===== config.mk =====
export PLATFORM = sky130hd
export DESIGN_NAME = psum_drain
export DESIGN_NICKNAME = d
export VERILOG_FILES = /design/src/rtl/psum_drain.sv
export SDC_FILE = /design/constraint.sdc
export NUM_CORES = 1
export LEC_CHECK = 0
export CAP_MARGIN = 20
export CELL_PAD_IN_SITES_DETAIL_PLACEMENT = 0
export CELL_PAD_IN_SITES_GLOBAL_PLACEMENT = 1
export CORE_ASPECT_RATIO = 1.75
export CORE_UTILIZATION = 52
export CTS_CLUSTER_DIAMETER = 150
export CTS_CLUSTER_SIZE = 28
export DETAILED_ROUTE_END_ITERATION = 8
export PLACE_DENSITY_LB_ADDON = 0.15
export RECOVER_POWER = 100
export SYNTH_ARGS = -nofsm -noshare
export SYNTH_HDL_FRONTEND = slang
export SYNTH_SLANG_ARGS = --single-unit
export TNS_END_PERCENT = 30

===== constraint.sdc =====
create_clock -name clk -period 7.8 [get_ports clk]
set_input_delay 1.56 -clock clk [delete_from_list [all_inputs] [get_ports clk]]
set_output_delay 1.56 -clock clk [all_outputs]
set_load 0.03 [all_outputs]

===== src/rtl/psum_drain.sv =====
// psum_drain: de-skews the systolic array's bottom-row partial sums into
// aligned rows and buffers them in a row FIFO, drained over valid/ready.
//
// Ports:
//   clk, rst      clock, synchronous active-high reset
//   row_valid_in  column 0 presents a row this cycle
//   psum_in       skewed psums, column c at [c*W +: W]
//   out_valid     a row is at the FIFO head
//   out_ready     downstream accepts the head row
//   out_data      head row (column 0 in LSBs), zero when empty
//   fifo_level    rows stored
//   overflow      sticky: an aligned row was dropped on a full FIFO
//   row_count     rows popped since reset (wraps)
//
// Optional feature macro: PSUM_DRAIN_RELU_EN (clamp negatives to 0
// before the FIFO write). Undefined by default: values pass unchanged.
module psum_drain #(
  parameter int OFMAP_BITWIDTH = 32,
  parameter int N_COLS         = 4,
  parameter int DEPTH          = 4
) (
  input  logic                             clk,
  input  logic                             rst,
  input  logic                             row_valid_in,
  input  logic [N_COLS*OFMAP_BITWIDTH-1:0] psum_in,
  output logic                             out_valid,
  input  logic                             out_ready,
  output logic [N_COLS*OFMAP_BITWIDTH-1:0] out_data,
  output logic [$clog2(DEPTH+1)-1:0]       fifo_level,
  output logic                             overflow,
  output logic [15:0]                      row_count
);

  localparam int W  = OFMAP_BITWIDTH;
  localparam int RW = N_COLS * W;
  localparam int AW = $clog2(DEPTH);
  localparam int LW = $clog2(DEPTH + 1);

  // Valid chain: last stage marks the cycle a row is fully aligned.
  logic [N_COLS-2:0] vld_q;
  logic [N_COLS-2:0] vld_d;
  logic              row_ready_int;

  always_comb begin
    vld_d    = '0;
    vld_d[0] = row_valid_in;
    for (int i = 1; i < N_COLS - 1; i++) begin
      vld_d[i] = vld_q[i-1];
    end
  end

  always_ff @(posedge clk) begin
    if (rst) vld_q <= '0;
    else     vld_q <= vld_d;
  end

  assign row_ready_int = vld_q[N_COLS-2];

  // Per-column delay: column c waits N_COLS-1-c cycles so every
  // column lines up with the last one.
  logic [RW-1:0] row_al;

  for (genvar c = 0; c < N_COLS; c++) begin : g_col
    localparam int D = N_COLS - 1 - c;
    logic [W-1:0] col;

    if (D == 0) begin : g_pass
      assign col = psum_in[c*W +: W];
    end else begin : g_dly
      logic [W-1:0] sr_q [D];
      always_ff @(posedge clk) begin
        sr_q[0] <= psum_in[c*W +: W];
        for (int s = 1; s < D; s++) begin
          sr_q[s] <= sr_q[s-1];
        end
      end
      assign col = sr_q[D-1];
    end

`ifdef PSUM_DRAIN_RELU_EN
    assign row_al[c*W +: W] = col[W-1] ? '0 : col;
`else
    assign row_al[c*W +: W] = col;
`endif
  end

  // Row FIFO: pointers carry an extra wrap bit.
  logic [RW-1:0] mem_q [DEPTH];
  logic [AW:0]   wr_q, wr_d;
  logic [AW:0]   rd_q, rd_d;
  logic          ovf_q, ovf_d;
  logic [15:0]   cnt_q, cnt_d;
  logic          full, empty;
  logic          push, pop;

  assign empty = (wr_q == rd_q);
  assign full  = (wr_q[AW-1:0] == rd_q[AW-1:0]) &&
                 (wr_q[AW] != rd_q[AW]);

  assign pop  = !empty && out_ready;
  // A pop in the same cycle frees the slot, so a full FIFO still accepts.
  assign push = row_ready_int && (!full || pop);

  always_comb begin
    wr_d  = wr_q;
    rd_d  = rd_q;
    ovf_d = ovf_q;
    cnt_d = cnt_q;
    if (push) wr_d = wr_q + 1'b1;
    if (pop) begin
      rd_d  = rd_q + 1'b1;
      cnt_d = cnt_q + 16'd1;
    end
    if (row_ready_int && full && !pop) ovf_d = 1'b1;
  end

  always_ff @(posedge clk) begin
    if (rst) begin
      wr_q  <= '0;
      rd_q  <= '0;
      ovf_q <= 1'b0;
      cnt_q <= '0;
    end else begin
      wr_q  <= wr_d;
      rd_q  <= rd_d;
      ovf_q <= ovf_d;
      cnt_q <= cnt_d;
    end
  end

  always_ff @(posedge clk) begin
    if (!rst && push) mem_q[wr_q[AW-1:0]] <= row_al;
  end

  assign out_valid  = !empty;
  assign out_data   = empty ? '0 : mem_q[rd_q[AW-1:0]];
  assign fifo_level = LW'(wr_q - rd_q);
  assign overflow   = ovf_q;
  assign row_count  = cnt_q;

endmodule


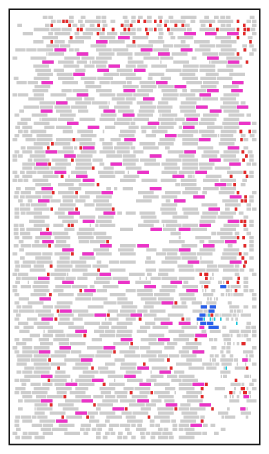
Fig. 1. Gate families picked out.
Drawn at 1.5 px/um.
color	family	cells
red	AND and OR gates	139
blue	adder and majority cells	9
cyan	inverters	7
magenta	multiplexers	132

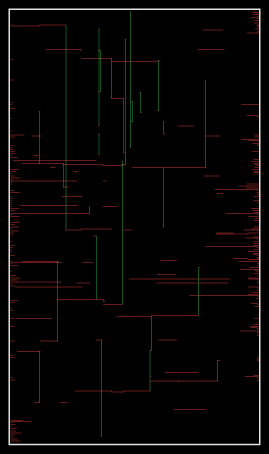
Fig. 2. Routed metal, one color a layer.
Drawn at 1.5 px/um. Only two layers are drawn.
color	layer	wire length
green	metal 4	1080 um
red	metal 3	1980 um

==> Slide: Implementation Results <==
Synthesis and Place & Route Summary

Global routing
  • Gr ovfl total: 0
  • Vias in the first global route: 11.3k
  • GRT Total Usage: 18.1%
  • Largest net degree at the start of global routing: 84
  • Antenna violations before repair: 13

Route
  • Metal2 WL: 22.3 mm
  • Routed wire length: 43.0 mm
  • DR vias/cell: 5.32
  • Residual DRC: 42
  • DR WL/cell: 21.1 um
  • DR vias: 10.8k
  • Final antenna-violating net count: 0
  • M1 wire length: 17.6 mm
  • Top layer in use: met5
  • Met3 WL post-DR: 1.98 mm
  • Initial DRC count: 548

Cells and area
  • Area grow syn2layout: 17.7%
  • Nets: 1568
  • Top cells excl fill/tap: 512 x edfxtp_1, 237 x dlygate4sd3_1, 218 x dfxtp_1
  • Layout cells sized above 1: 12.4%

CTS
  • Hold Buf Count CTS: 0
  • Clock Latency Late Sink: 0.60 ns
  • Clk Tree Root Cell: clkbuf_16
  • Post-cts sizing count: 0
  • CTS tree: yes
  • Num Clock Sinks: 732
  • H-tree depth: 1
  • Clk buf depth: 3

Synthesis
  • Syn Nets: 1292
  • Syn avg cell area: 21.3 um^2
  • Most area-hungry cell type in the Yosys netlist: edfxtp_1
  • Distinct cell type count of the synthesized netlist: 33
  • Cell count after synthesis: 1151
  • Top cell type's share of synthesized area: 62.8%
  • Biggest area cells: edfxtp_1 63%, dfxtp_1 18%, mux4_2 12%
  • Post-synthesis sequential area ratio: 80.8%
  • Yosys stat area: 24500 um^2
  • # Cells Yosys: 1151
  • YS warnings: 0

Critical path
  • Reg2reg setup slack: 3.00 ns
  • Worst r2r src: wr_q[0]$_SDFFE_PP0P_
  • Setup crit end: mem_q[1][73]$_DFFE_PP_
  • Req. time, crit path: 8.04 ns
  • Critical path depth: 5
  • Critical path peak fanout: 83
  • Setup CP Type: in2reg
  • Cell family with most CP delay: simple AND/OR/NAND/NOR gates
  • Reg2reg end: mem_q[1][73]$_DFFE_PP_

Placement
  • Final HPWL DP: 25.9 mm
  • Placer Congestion: 0.783

Status
  • Failing checks: design-rule violations, max-capacitance violations, max-slew violations
  • Status: finished, violations left

Timing
  • Worst-Margin Slew: 3.52 ns
  • Max-slew headroom: -135%
  • Fmax: 0.170 GHz
  • Final max-slew violation count: 312
  • Period utilization: 75.6%
  • Setup TNS: 0 ns
  • Final Skew: 0.0224 ns
  • Tmin final: 5.90 ns
  • Hold Slack: 0.307 ns
  • RSZ-0062 raised after global routing: no
  • Final Hold Viols: 0
  • # setup viols final: 0

Min path
  • Hold WC Path Type: reg2reg
  • Worst hold stages: 0

Floorplan
  • I/O Pins: 281
  • Die Size: 48000 um^2
  • Core Area: 46200 um^2
  • Vert. Die Dim: 289 um
  • Pre-Place Util: 53.0%

Power
  • Peak VDD IR: 0.270 mV
  • Lkg Pwr: 9.62 nW
  • PD cells: 229 nW/um^2

Flow run
  • Max Cap Viol: 6
  • Tool warning count: 30
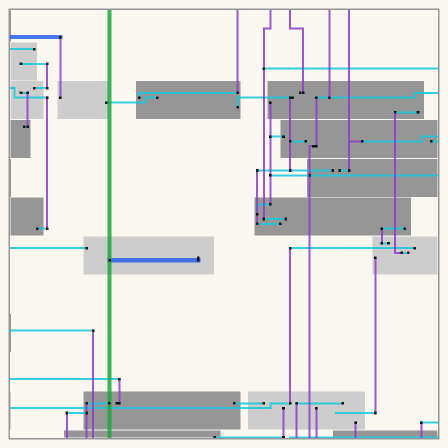
Fig. 3. Layout detail.
Window x 68 to 98, y 130 to 160 um. Cells in gray, sequential cells in the stronger gray; small squares are vias.
color	layer
cyan	metal 1
blue	metal 3
green	metal 4
purple	metal 2
netlist names of flops here include	mem_q (5), g_col.g_dly.sr_q (1)
cells with their middle in the window	11
most frequent	edfxtp_1 (5), mux4_2 (2)
sequential cells in the window	6

synth_stat cells:
cell type,count
edfxtp_1,512
dfxtp_1,220
and2_1,134
mux4_2,128
clkbuf_1,32
nor2_1,21
buf_2,13
xnor2_1,11
ha_1,8
nand2_1,8
inv_1,7
nand3_1,7
nor2b_1,7
xor2_1,6
a2111oi_2,4
a21oi_1,4
a211oi_1,3
and4_1,3
mux2_2,3
nand4_1,3
o21ai_0,3
buf_4,2
o211ai_1,2
a211o_1,1
a41oi_1,1
buf_6,1
fa_1,1
mux2i_1,1
nand4_2,1
o311ai_0,1
o31ai_4,1
or3_1,1
or4_1,1
area by class of cell:
| type | instances | area (um^2) |
|---|---|---|
| inverter | 7 | 26.3 |
| antenna | 4 | 10.0 |
| tap | 583 | 729 |
| clock buffer | 55 | 866 |
| fill | 3266 | 17400 |
| sequential | 732 | 19800 |
| timing repair buffer | 292 | 2920 |
| clock inverter | 1 | 30.0 |
| multi-input combinational | 364 | 4470 |
per-layer routing:
layer | global-route usage, % | vias to the layer above
met5 | 0 | -
met4 | 5.84 | 8
met3 | 2.38 | 63
met2 | 31.5 | 274
met1 | 23.9 | 5505
li1 | - | 4988
stage by stage:
step / util [%] / power [mW] / instances / setup WS [ns] / instance area (um^2)
floorplan: - / 4.63 / 1151 / 2.18 / 24500
global placement: 60.6 / 4.87 / 1978 / 3.09 / 28000
detailed placement: 60.6 / 4.88 / 1978 / 2.97 / 28000
CTS: 62.5 / 6.71 / 2034 / 2.28 / 28900
global route: 62.4 / 6.83 / 2036 / 1.48 / 28800
finish: 62.4 / 6.59 / 2038 / 1.90 / 28800
worst min-delay path by stage:
stage / start / end
floorplan: g_col[0].g_dly.sr_q[0][0]$_DFF_P_ / g_col[0].g_dly.sr_q[0][32]$_DFF_P_
global placement: g_col[1].g_dly.sr_q[0][9]$_DFF_P_ / g_col[1].g_dly.sr_q[0][41]$_DFF_P_
detailed placement: g_col[0].g_dly.sr_q[0][5]$_DFF_P_ / g_col[0].g_dly.sr_q[0][37]$_DFF_P_
CTS: g_col[0].g_dly.sr_q[0][28]$_DFF_P_ / g_col[0].g_dly.sr_q[0][60]$_DFF_P_
global route: g_col[0].g_dly.sr_q[0][28]$_DFF_P_ / g_col[0].g_dly.sr_q[0][60]$_DFF_P_
finish: g_col[0].g_dly.sr_q[0][28]$_DFF_P_ / g_col[0].g_dly.sr_q[0][60]$_DFF_P_
cell families after synthesis:
logic type                 count (synthesis)  synth area share (%)
muxes                                    132                  12.0
DFF                                      732                  80.8
AOI/OAI and AO/OA                         20                 0.736
adders and majority gates                  9                 0.490
buffers and inverters                     55                 0.971
and+or+nand+nor                          186                  4.48
xor gates and xnor gates                  17                 0.608
registers in the layout, summed over array words and instances (netlist names), named ones only:
register / count
g_col.g_dly.sr_q: 192
row_count: 16
wr_q: 3
mem_q: 512
rd_q: 3
vld_q: 3
overflow: 1
power by group:
part | leakage (nW) | switching (mW) | internal [mW]
Clock | 0.422 | 1.08 | 0.764
Sequential | 6.45 | 0.0479 | 4.21
Combinational | 2.74 | 0.264 | 0.230
No activity file was given, so power comes from the tool's default toggle rates.
